`src/rtl/demux1_4_buf_if.sv`:
```
// Handshake bundle for the 1-to-4 buffered demux: one producer stream in,
// four consumer channels out, plus per-channel delivery counters.
interface demux1_4_buf_if #(
  parameter int SIZE = 64
);
  logic [1:0]      sel;
  logic [SIZE-1:0] data_i;
  logic            valid_i;
  logic            ready_o;
  logic [SIZE-1:0] data_o0, data_o1, data_o2, data_o3;
  logic [3:0]      valid_o;
  logic [3:0]      ready_i;
  logic [7:0]      cnt_o0, cnt_o1, cnt_o2, cnt_o3;
  logic            busy_o;

  modport master (
    output sel, data_i, valid_i, ready_i,
    input  ready_o, data_o0, data_o1, data_o2, data_o3, valid_o,
           cnt_o0, cnt_o1, cnt_o2, cnt_o3, busy_o
  );

  modport slave (
    input  sel, data_i, valid_i, ready_i,
    output ready_o, data_o0, data_o1, data_o2, data_o3, valid_o,
           cnt_o0, cnt_o1, cnt_o2, cnt_o3, busy_o
  );
endinterface

```
`src/rtl/demux1_4_buf.sv`:
```
// Registered 1-to-4 demux: sel steers each accepted word into a single-entry
// holding buffer per channel; channels drain independently.
module demux1_4_buf #(
  parameter int SIZE = 64
) (
  input logic           clock,
  input logic           reset,
  demux1_4_buf_if.slave bus
);
  localparam int NUM_LANES = 4;

  logic [NUM_LANES-1:0][SIZE-1:0] data_q;
  logic [NUM_LANES-1:0][7:0]      cnt_q;
  logic [NUM_LANES-1:0]           valid_q;
  logic [NUM_LANES-1:0]           load;
  logic [NUM_LANES-1:0]           deliver;
  logic                           rdy;
  logic                           accept;

  // Only the addressed channel can stall the producer; no valid_i in this path.
  assign rdy    = ~valid_q[bus.sel] | bus.ready_i[bus.sel];
  assign accept = bus.valid_i & rdy;

  genvar k;
  generate
    for (k = 0; k < NUM_LANES; k++) begin : g_lane
      assign load[k]    = accept & (bus.sel == 2'(k));
      assign deliver[k] = valid_q[k] & bus.ready_i[k];

      // A load in the same cycle as a delivery replaces the leaving word,
      // so the flag stays set.
      always_ff @(posedge clock) begin
        if (reset) begin
          data_q[k]  <= '0;
          valid_q[k] <= 1'b0;
          cnt_q[k]   <= '0;
        end else begin
          if (load[k]) begin
            data_q[k]  <= bus.data_i;
            valid_q[k] <= 1'b1;
          end else if (deliver[k]) begin
            valid_q[k] <= 1'b0;
          end
          if (deliver[k])
            cnt_q[k] <= cnt_q[k] + 8'd1;
        end
      end
    end
  endgenerate

  assign bus.ready_o = rdy;
  assign bus.valid_o = valid_q;
  assign bus.busy_o  = |valid_q;
  assign bus.data_o0 = data_q[0];
  assign bus.data_o1 = data_q[1];
  assign bus.data_o2 = data_q[2];
  assign bus.data_o3 = data_q[3];
  assign bus.cnt_o0  = cnt_q[0];
  assign bus.cnt_o1  = cnt_q[1];
  assign bus.cnt_o2  = cnt_q[2];
  assign bus.cnt_o3  = cnt_q[3];
endmodule

```
`src/flat_wrapper.sv`:
```
// flat-port wrapper written by rule: the top's interface ports become plain ports
module demux1_4_buf_flat 
#(
  parameter int SIZE = 64
)
  (clock, reset, bus_sel, bus_data_i, bus_valid_i, bus_ready_i, bus_ready_o, bus_data_o0, bus_data_o1, bus_data_o2, bus_data_o3, bus_valid_o, bus_cnt_o0, bus_cnt_o1, bus_cnt_o2, bus_cnt_o3, bus_busy_o);
  demux1_4_buf_if #(.SIZE(SIZE)) bus_i ();
  input logic clock;
  input logic reset;
  input wire logic [$bits(bus_i.sel)-1:0] bus_sel;
  input wire logic [$bits(bus_i.data_i)-1:0] bus_data_i;
  input wire logic [$bits(bus_i.valid_i)-1:0] bus_valid_i;
  input wire logic [$bits(bus_i.ready_i)-1:0] bus_ready_i;
  output wire logic [$bits(bus_i.ready_o)-1:0] bus_ready_o;
  output wire logic [$bits(bus_i.data_o0)-1:0] bus_data_o0;
  output wire logic [$bits(bus_i.data_o1)-1:0] bus_data_o1;
  output wire logic [$bits(bus_i.data_o2)-1:0] bus_data_o2;
  output wire logic [$bits(bus_i.data_o3)-1:0] bus_data_o3;
  output wire logic [$bits(bus_i.valid_o)-1:0] bus_valid_o;
  output wire logic [$bits(bus_i.cnt_o0)-1:0] bus_cnt_o0;
  output wire logic [$bits(bus_i.cnt_o1)-1:0] bus_cnt_o1;
  output wire logic [$bits(bus_i.cnt_o2)-1:0] bus_cnt_o2;
  output wire logic [$bits(bus_i.cnt_o3)-1:0] bus_cnt_o3;
  output wire logic [$bits(bus_i.busy_o)-1:0] bus_busy_o;
  assign bus_i.sel = bus_sel;
  assign bus_i.data_i = bus_data_i;
  assign bus_i.valid_i = bus_valid_i;
  assign bus_i.ready_i = bus_ready_i;
  assign bus_ready_o = bus_i.ready_o;
  assign bus_data_o0 = bus_i.data_o0;
  assign bus_data_o1 = bus_i.data_o1;
  assign bus_data_o2 = bus_i.data_o2;
  assign bus_data_o3 = bus_i.data_o3;
  assign bus_valid_o = bus_i.valid_o;
  assign bus_cnt_o0 = bus_i.cnt_o0;
  assign bus_cnt_o1 = bus_i.cnt_o1;
  assign bus_cnt_o2 = bus_i.cnt_o2;
  assign bus_cnt_o3 = bus_i.cnt_o3;
  assign bus_busy_o = bus_i.busy_o;
  demux1_4_buf #(.SIZE(SIZE)) u_core (.clock(clock), .reset(reset), .bus(bus_i));
endmodule
```
`config.mk`:
```
export PLATFORM = sky130hd
export DESIGN_NAME = demux1_4_buf_flat
export DESIGN_NICKNAME = d
export VERILOG_FILES = /design/src/rtl/demux1_4_buf_if.sv /design/src/rtl/demux1_4_buf.sv /design/src/flat_wrapper.sv
export SDC_FILE = /design/constraint.sdc
export NUM_CORES = 1
export LEC_CHECK = 0
export ABC_AREA = 1
export CAP_MARGIN = 20
export CELL_PAD_IN_SITES_DETAIL_PLACEMENT = 1
export CELL_PAD_IN_SITES_GLOBAL_PLACEMENT = 2
export CORE_MARGIN = 5
export CORE_UTILIZATION = 26
export DETAILED_ROUTE_END_ITERATION = 12
export PLACE_DENSITY_LB_ADDON = 0.2
export SYNTH_ARGS = -nofsm -noshare
export SYNTH_HDL_FRONTEND = slang
export SYNTH_SLANG_ARGS = --single-unit
```
`constraint.sdc`:
```
create_clock -name clock -period 1.9 [get_ports clock]
set_clock_uncertainty 0.05 [all_clocks]
set_input_delay 0.475 -clock clock [delete_from_list [all_inputs] [get_ports clock]]
set_output_delay 0.475 -clock clock [all_outputs]
set_load 0.02 [all_outputs]
```
run_1/met1.png
Bar = 50 um. Supply wires on this layer in gray.
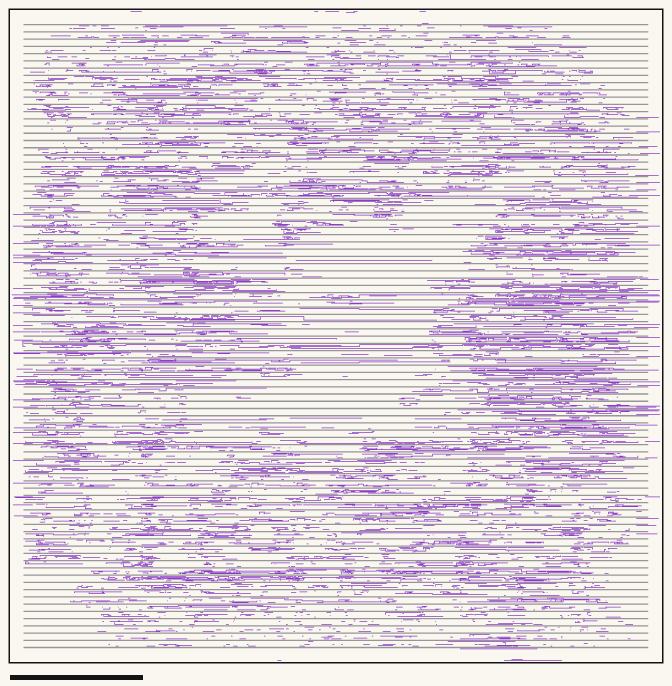
main direction: horizontal
longest straight run: 64.4 um
wire length on this layer: 24.6 mm

run_1/met2.png
Cells faint in the background.
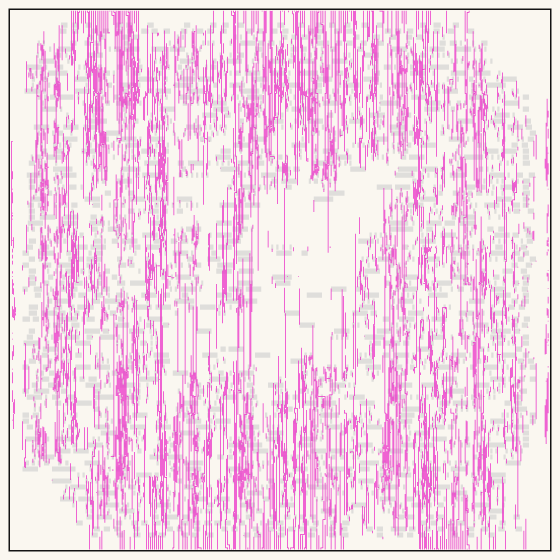
longest straight run: 78.9 um
wire length on this layer: 27.5 mm
nets with wire on the layer: 2,109
share of all routed wire: 49%
main direction: vertical

run_1/met3.png
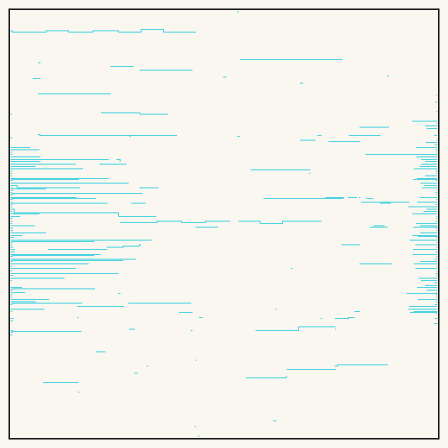
longest straight run: 80.3 um
wire length on this layer: 3,250 um
main direction: horizontal
share of all routed wire: 5.8%
total number of vias: 14.6k
met3 Usage GRT: 4.65%

[run 1: where the power goes]
part,total (mW),leakage [nW],internal (mW),switching [mW]
clock,7.44,0.636,4.57,2.88
combinational,2.79,8.06,1.04,1.75
sequential,6.63,2.39,6.43,0.199
[run 1: timing repair]
action,in CTS,in global routing
gates resized,320,22
buffers inserted,7,4
pin swaps,4,4
setup endpoints to repair,294,62
[run 1: state kept, by name, indices dropped and copies added (netlist names)]
name / cells
u_core.bus.data_o0: 64
u_core.bus.data_o1: 64
u_core.bus.data_o2: 64
u_core.bus.data_o3: 64
u_core.bus.cnt_o0: 8
u_core.bus.cnt_o1: 8
u_core.bus.cnt_o2: 8
u_core.bus.cnt_o3: 8
u_core.bus.valid_o: 4
[run 1: synth_stat cells (all sizes together)]
master / number
inv: 616
nand2: 574
dfxtp: 292
nor2: 292
nand4: 260
buf: 98
clkbuf: 47
a21oi: 20
nand3: 15
o21ai: 12
a31o: 4
ha: 4
nor3: 4
nor3b: 4
or4: 1
[run 1: metal layers]
metal | vias up | track usage (%) | part of all wire (%)
li1 | 7361 | - | -
met1 | 6884 | 22.4 | 44
met2 | 258 | 32.3 | 49
met3 | 52 | 4.65 | 5.8
met4 | 2 | 4.16 | 1.7
met5 | - | 0 | 0.023
[run 1: final cells by class]
type / count / area (um^2) / share of cell area (%)
inverter: 616 / 2320 / 11.5
clock inverter: 8 / 90.1 / 0.445
timing repair buffer: 459 / 4520 / 22.3
sequential: 292 / 5850 / 28.9
clock buffer: 62 / 1190 / 5.91
tap: 704 / 881 / 4.35
multi-input combinational: 1190 / 5380 / 26.6
[run 1: per-stage QoR]
step,instances,hold slack [ns]
5_1_grt,3331,0.344
4_1_cts,3327,0.320
2_1_floorplan,2243,0.491
3_3_place_gp,3250,0.420
3_5_place_dp,3250,0.431
6_report,3331,0.328
==> qor.json, run 1 <==
{
  "run_status": "finished, violations left",
  "violations_in_the_final_reports": "setup timing",
  "rsz_0062_raised_after_global_routing": "true",
  "syn-mean-instance-area_um2": 6.39,
  "max_slew.worst_pin.slew_ns": 0.511,
  "path_depth": 2,
  "netlist_top_cells_area": "dfxtp_1 (41%), nand2_1 (15%), inv_1 (13%)",
  "cts_hold_buf": 0,
  "num_antenna_cells": 0,
  "finish.net_count": 2675,
  "worst_ep_arrival_time_ns": 1.55,
  "root_buffer": "clkbuf_16",
  "cpPeakStageDelay_ns": 0.54,
  "layout_top_cell_excl_fill_tap": "nand2_1",
  "vdd.ir_drop.worst_v": 0.000602,
  "numSynthFlops": 292,
  "core.rowCount": 86,
  "grt_overflow_total": 0,
  "min_to": "u_core.bus.valid_o[2]",
  "worst_setup_path_start_kind": "register",
  "clock_sink_count": 292,
  "grt_pass1_vias": 14910,
  "finalSetupViolations": 2,
  "worstRegToRegCells": 11,
  "cts_made_buffers": 39,
  "power_density_nw_per_um2": 834,
  "final_layout_size_suffix_gt1_share_pct": 10.9,
  "drc": 0,
  "crit_path_max_fanout": 2,
  "crit_slowest_cell": "or4_4",
  "max_cap_violations": 0,
  "detailedPlace.worstSlack_ns": -0.585,
  "ys_cells": 2243,
  "worst_hold_path_type": "in -> reg",
  "first_pass_grt_wire_length_um": 87200,
  "clock_tree_from_tritoncts": "yes",
  "final-max-slew-violation-count": 0,
  "worstSetupEndpointType": "output port",
  "hold_viol": 0,
  "postSynthCellCount": 2243,
  "sequential_to_total_area_share_from_yosys_stat_pct": 40.8,
  "setup.worst_path.end": "bus_busy_o",
  "synth.cell_area_um2": 14300,
  "mostFrequentLayoutCells": "nand2_1 (565), inv_1 (514), nor2_1 (288), dfxtp_1 (288), dlygate4sd2_1 (287)",
  "path_class": "reg -> out",
  "die.size.y_um": 245,
  "reg2reg_slack_ns": 0.13,
  "grt_start_max_net_pins": 70,
  "synth.logic.top_family": "simple AND/OR/NAND/NOR gates",
  "timing.rr.end": "u_core.bus.data_o2[38]",
  "boundaryPins": 367,
  "synth.yosys.warnings": 0,
  "final_design_area_no_fill_um2": 20200,
  "placedInstanceArea_um2": 19200,
  "viasPerCell": 4.37,
  "p_leak_nw": 11.1,
  "ys_chip_area_um2": 14300,
  "max_freq_ghz": 0.482,
  "antenna_violations_before_repair": 1,
  "routed_wl_um": 56300,
  "number_of_warnings_the_tools_reported": 28,
  "compound_area_share_pct": 1.36,
  "synth_cell_types": 23,
  "critPathRequiredTime_ns": 1.37,
  "simple_gate_area_share_pct": 35.3,
  "cts.path.max_buffers": 3,
  "finish.utilization_pct": 36.9,
  "synth_top_cell_by_area": "dfxtp_1",
  "mappedNetlistNets": 2320,
  "netlist.area_leader.share_pct": 40.8,
  "worst_setup_hold_path_clk_slew_ns": 0.06,
  "fp_util_pct": 26.1,
  "area_of_the_core_um2": 54900,
  "port_buffers": 366,
  "fillCellCount": 6988,
  "grtUsageTotal_pct": 18.3,
  "finalWorstSetupSlack_ns": -0.175,
  "worst_setup_path_startpoint": "u_core.bus.valid_o[0]",
  "clock.latency.late_pin_ns": 0.55,
  "initialDrtViolationCount": 564,
  "reg2reg_from": "u_core.bus.valid_o[2]",
  "hold_path.startpoint": "bus_ready_i[2]",
  "cpLargestDelayFamily": "simple AND/OR/NAND/NOR gates",
  "finalClockPeriodUsage_pct": 109,
  "chipArea_um2": 60000,
  "areaGrowthSynthToFinish_pct": 41.1,
  "crit_buf_inv": 1,
  "dpl.hpwl_um": 39500
}
run_1/met4.png
Bar = 50 um. Supply wires on this layer in gray.
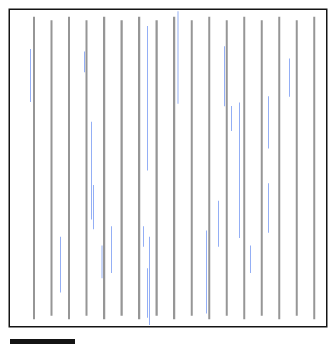

==> inputs of run 2 (changes only) <==
- ABC_AREA: 1 -> not set
- CTS_CLUSTER_DIAMETER: not set -> 150
run_2/met4.png
Bar = 50 um. Supply wires on this layer in gray.
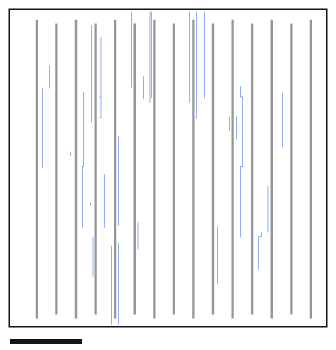
longest straight run: 74.1 um
nets with wire on the layer: 18

run_2/met1.png
Bar = 50 um. Supply wires on this layer in gray.
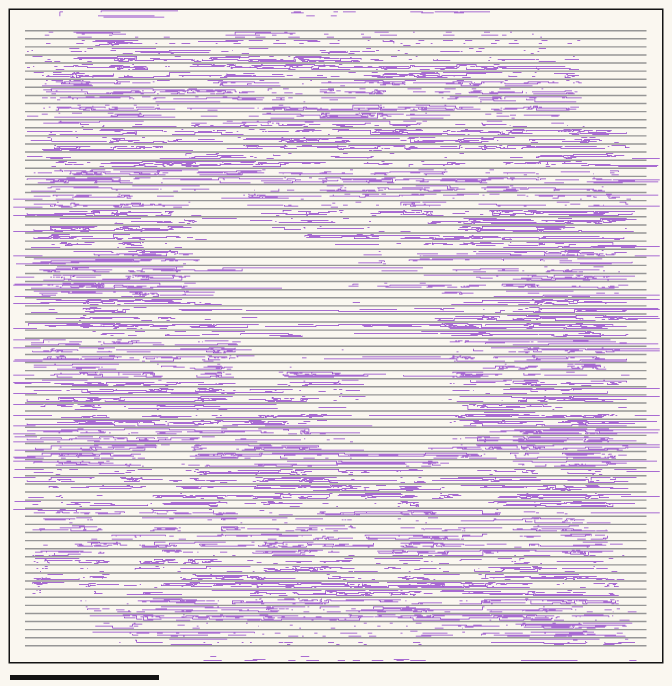
wire length on this layer: 23.6 mm
nets with wire on the layer: 1,617
share of all routed wire: 46%
main direction: horizontal
longest straight run: 67.2 um
wire length after detailed routing: 51,700 um
total number of vias: 11.8k
routing usage on met1: 28.2%

==> run 2 against run 1 <==
Synthesized cell count fell by 39%. Setup slack got worse by 0.20 ns. The run still ends with setup timing left. Register-to-register slack barely moved. Largest power group unchanged.
==> qor.json, run 2 <==
{
  "vdd.ir_drop.worst_v": 0.000482,
  "die.size.y_um": 219,
  "layout.buffer.nonclock.area_share_pct": 25.3,
  "ys_cells": 1360,
  "final_layout_size_suffix_gt1_share_pct": 10.2,
  "finalSetupViolations": 2,
  "final.signal_buffer_count": 441,
  "comb_area_share_pct": 28.9,
  "worst_hold_path_type": "in -> reg",
  "mappedNetlistNets": 1437,
  "final-max-slew-violation-count": 0,
  "run_status": "finished, violations left",
  "clkbuf_count": 49,
  "max_freq_ghz": 0.440,
  "pwr.group.combinational_mw": 1.59,
  "inv_count": 4,
  "max_cap_violations": 0,
  "areaGrowthSynthToFinish_pct": 48.3,
  "worstSetupEndpointType": "output port",
  "cts.path.max_buffers": 3,
  "critPathRequiredTime_ns": 1.37,
  "finalClockPeriodUsage_pct": 120,
  "numSynthFlops": 292,
  "layout.area.comb_um2": 4870,
  "synthArstFlopShare_pct": 0,
  "violations_in_the_final_reports": "setup timing",
  "p_comb_share_pct": 10.8,
  "pg_seq_mw": 6.41,
  "power_density_nw_per_um2": 875,
  "grtUsageTotal_pct": 20.8,
  "core.rowCount": 76,
  "hold_viol": 0,
  "netlist.area_leader.share_pct": 51.4,
  "clock_net_power_mw": 6.75,
  "clkCellAreaFrac_pct": 6.69,
  "max_layer_used": "met5",
  "grt_pass1_vias": 12014,
  "hold_path.startpoint": "reset",
  "antenna_violations_before_repair": 4,
  "synth.yosys.warnings": 0,
  "seq_cell_count": 292,
  "final_design_area_no_fill_um2": 16900,
  "multi_input_comb_cells": 918,
  "finish.net_count": 1771,
  "drt-met1-wl_um": 23600,
  "finalWorstSetupSlack_ns": -0.375
}
run 2: netlist changes by cell type after synthesis, moves of 252 or more:
cell | previous run | this run
inv_1 | 515 | 4
nor2_1 | 290 | 16
nand4_1 | 260 | 8
nand2_1 | 572 | 16
a21oi_1 | 20 | 280
nand3_1 | 11 | 269
run 2: logic make-up (layout without fill, tap and decap cells):
| family | after synthesis | after routing | share of synthesized area [%] |
|---|---|---|---|
| flip-flops | 292 | 292 | 51.4 |
| other | 0 | 1 | 0 |
| adder cells (fa/ha/maj) | 4 | 4 | 0.440 |
| multiplexers | 5 | 5 | 0.627 |
| XOR/XNOR | 8 | 8 | 0.616 |
| AND/OR/NAND/NOR | 349 | 349 | 15.9 |
| buffers and inverters | 150 | 501 | 6.42 |
| AND-OR/OR-AND | 552 | 552 | 24.6 |
run 2: stage by stage:
step                setup slack, ns  cells  setup TNS [ns]
finish                       -0.375   2297          -0.567
detailed placement           -0.622   2236          -84.23
global route                 -0.404   2297          -0.641
CTS                          -0.408   2295          -0.621
floorplan                     0.103   1360               0
global placement             -0.648   2236          -78.98
run 2: timing repair:
action	4_1_cts	5_1_grt
gates resized	328	19
setup buffers	3	1
hold endpoints to repair	0	0
gates cloned	0	0
endpoints found under the setup margin	294	15
run 2: final timing paths:
path,slack (ns),end,cells after the start
setup / recovery,-0.37,bus_ready_o,4
hold / removal,0.27,u_core.bus.cnt_o0[0],2
setup reg to reg,0.13,u_core.bus.data_o1[54],6
hold reg to reg,0.41,u_core.bus.data_o0[7],2
run 2: critical path, cell delays in order, from the launching register on:
cell	delay, ns
dfxtp_2	0.35
buf_6	0.11
nand2b_4	0.05
mux4_2	0.54
buf_6	0.17
run_2/final_congestion.png
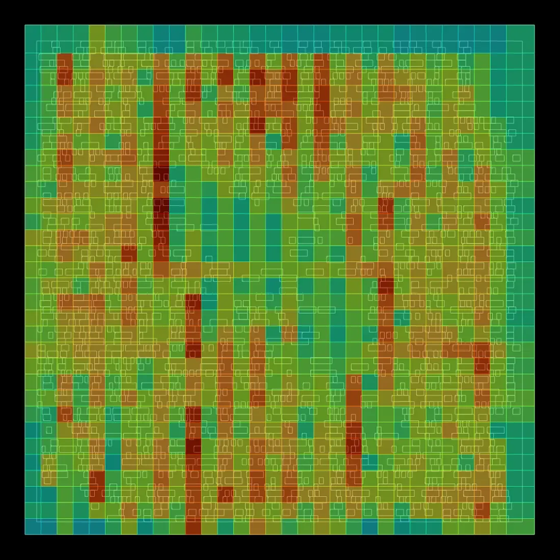

==> inputs of run 3 (changes only) <==
- PLACE_DENSITY_LB_ADDON: 0.2 -> 0.1
run_3/final_congestion.png
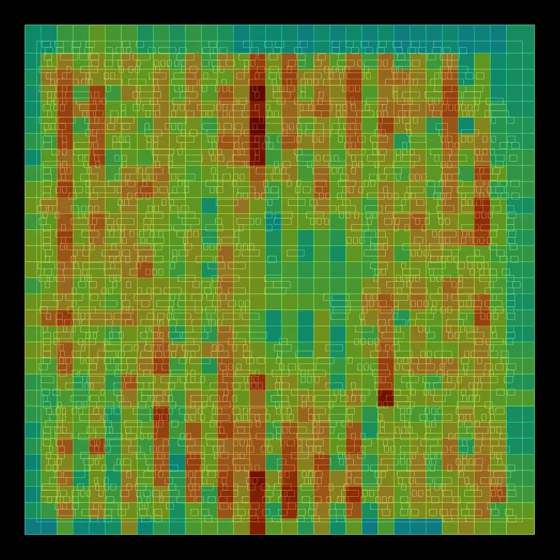
met3 Usage GRT: 5.71%
routing usage on met1: 27.2%

run_3/met1.png
Bar = 50 um. Supply wires on this layer in gray.
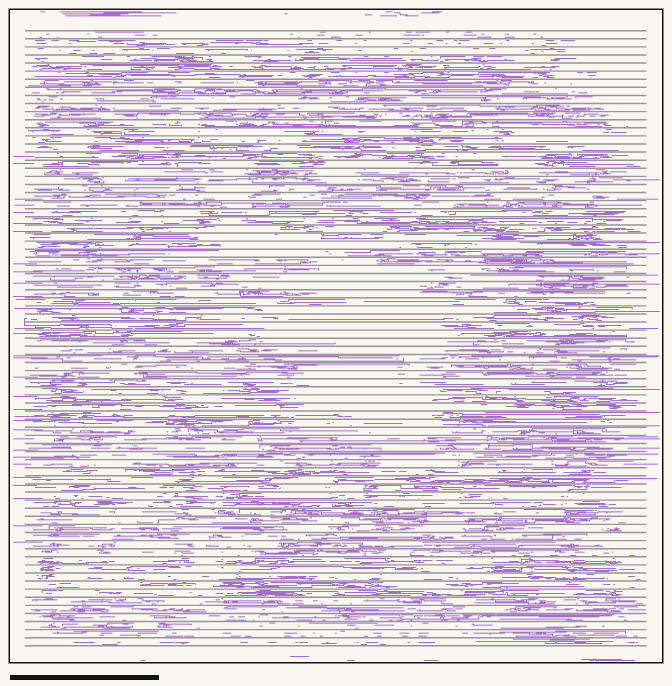
wire length on this layer: 23.0 mm
share of all routed wire: 44%
main direction: horizontal

==> run 3 against run 2 <==
The run still ends with setup timing left. Maximum frequency grew 6.2%. Flip-flop count unchanged. Die area stayed put. Wire length rose by 1.7%. Worst hold slack improved by 0.014 ns. Cell area increased by 0.42%. Global-route usage increased by 0.22 points. Largest cell class unchanged. Non-clock buffer count decreased by 6. Clock power rose by 6.2%. Critical path depth decreased by 1.
==> qor.json, run 3 <==
{
  "run_status": "finished, violations left",
  "violations_in_the_final_reports": "setup timing",
  "final.signal_buffer_count": 435,
  "inv_count": 4,
  "p_leak_nw": 6.93,
  "power_density_nw_per_um2": 897,
  "boundaryPins": 367,
  "edf_count": 0,
  "reg2reg_slack_ns": 0.27,
  "finalClockPeriodUsage_pct": 113,
  "clock.latency.late_pin_ns": 0.52,
  "netlist.area_leader.share_pct": 51.4,
  "dpl.hpwl_um": 35300,
  "syn-mean-instance-area_um2": 8.36,
  "grtUsageTotal_pct": 21.0,
  "die.size.y_um": 219,
  "grt_pass1_vias": 11930,
  "finalSetupViolations": 2,
  "setup_tns_ns": -0.479,
  "clock_tree_from_tritoncts": "yes",
  "finish.utilization_pct": 39.2,
  "sequential_to_total_area_share_from_yosys_stat_pct": 51.4,
  "path_class": "reg -> out",
  "final-max-slew-violation-count": 0,
  "dr_total_vias": 11767,
  "tap_cells": 585,
  "final_design_area_no_fill_um2": 16900,
  "worst_setup_path_start_kind": "register",
  "final_layout_size_suffix_gt1_share_pct": 9.75,
  "synth_cell_types": 31,
  "cts.path.max_buffers": 3,
  "fillCellCount": 5081,
  "clkCellAreaFrac_pct": 7.27,
  "netlist_top_cells_area": "dfxtp_1 (51%), a21oi_1 (12%), nand3_1 (12%)",
  "max_freq_ghz": 0.467,
  "max_cap_violations": 0,
  "fp_util_pct": 26.3,
  "area_of_the_core_um2": 43200,
  "finalWorstSetupSlack_ns": -0.243,
  "fin_worst_hold_slack_ns": 0.281,
  "cts_made_buffers": 37,
  "core.rowCount": 76,
  "antenna_violations_before_repair": 3,
  "largest_class": "flip-flops and latches",
  "clock_sink_count": 292,
  "worst_setup_hold_path_clk_slew_ns": 0.05,
  "clkbuf_count": 53,
  "crit_path_max_fanout": 3,
  "max_slew.worst_pin.slew_ns": 0.948,
  "routed_wl_um": 52600,
  "worst_ep_arrival_time_ns": 1.62,
  "vdd.ir_drop.worst_v": 0.000576,
  "areaGrowthSynthToFinish_pct": 48.9,
  "worst_hold_path_type": "in -> reg",
  "root_buffer": "clkbuf_16",
  "netlist_top_cells_count": "dfxtp_1 (292), a21oi_1 (280), nand3_1 (269)",
  "placedInstanceArea_um2": 16100,
  "layout_top_cell_excl_fill_tap": "dfxtp_1",
  "reg2reg_from": "u_core.bus.valid_o[2]",
  "num_antenna_cells": 0,
  "detailedPlace.worstSlack_ns": -0.925,
  "drc": 0,
  "mappedNetlistNets": 1437,
  "mostFrequentLayoutCells": "dfxtp_1 (289), dlygate4sd2_1 (285), a21oi_1 (280)",
  "grt_overflow_total": 0,
  "synthArstFlopShare_pct": 0,
  "hold_viol": 0,
  "hold_path.startpoint": "reset",
  "initialDrtViolationCount": 626,
  "rsz_0062_raised_after_global_routing": "true",
  "seq_cell_count": 292,
  "ys_cells": 1360,
  "final-seq-area_um2": 5850,
  "ys_chip_area_um2": 11400,
  "worst_setup_path_startpoint": "u_core.bus.valid_o[3]",
  "grt_start_max_net_pins": 66,
  "postSynthCellCount": 1360,
  "seq-cell-share_pct": 34.6,
  "number_of_warnings_the_tools_reported": 28,
  "numPlacedInstances": 2234,
  "finish.net_count": 1765,
  "viasPerCell": 5.12
}
## run 3: path summary, 6_finish.rpt
kind,endpoint,cells past startpoint
worst min-delay path,u_core.bus.cnt_o0[2],2
worst max register to register,u_core.bus.data_o2[35],4
worst max-delay path,bus_busy_o,3
worst min register to register,u_core.bus.data_o0[33],2
## run 3: where the power goes
| part | total (mW) | switching, mW | leakage, nW | internal (mW) |
|---|---|---|---|---|
| Combinational | 1.60 | 1.01 | 3.96 | 0.595 |
| Sequential | 6.41 | 0.0991 | 2.37 | 6.31 |
| Clock | 7.17 | 2.77 | 0.596 | 4.40 |
| Total | 15.2 | 3.88 | 6.93 | 11.3 |
## run 3: what timing repair did
item / 4_1_cts / 5_1_grt
setup buffers: 0 / 0
resized: 327 / 11
endpoints found under the setup margin: 294 / 13
pin swaps: 1 / 0
## run 3: per-layer routing
| layer | vias up | share of wire, % | track usage, % |
|---|---|---|---|
| met5 | - | 0.080 | 0 |
| met1 | 5860 | 44 | 27.2 |
| met2 | 295 | 47 | 34.5 |
| met3 | 68 | 7.0 | 5.71 |
| li1 | 5538 | - | - |
| met4 | 6 | 2.2 | 5.67 |
## run 3: critical path: stages, from the launching register on
cell and delay, ns:
dfxtp_4 0.36, buf_6 0.11, or4_4 0.47, buf_6 0.15
## run 3: kinds of logic (layout without fill, tap and decap cells)
family          count (synthesis)  after routing  share of synthesized area [%]
compound gates                552            552                           24.6
mux                             5              5                          0.627
simple gates                  349            349                           15.9
fa+ha+maj                       4              4                          0.440
flops                         292            292                           51.4
xor+xnor                        8              8                          0.616
buf+inv                       150            502                           6.42
Power and IR drop assume default switching activity.
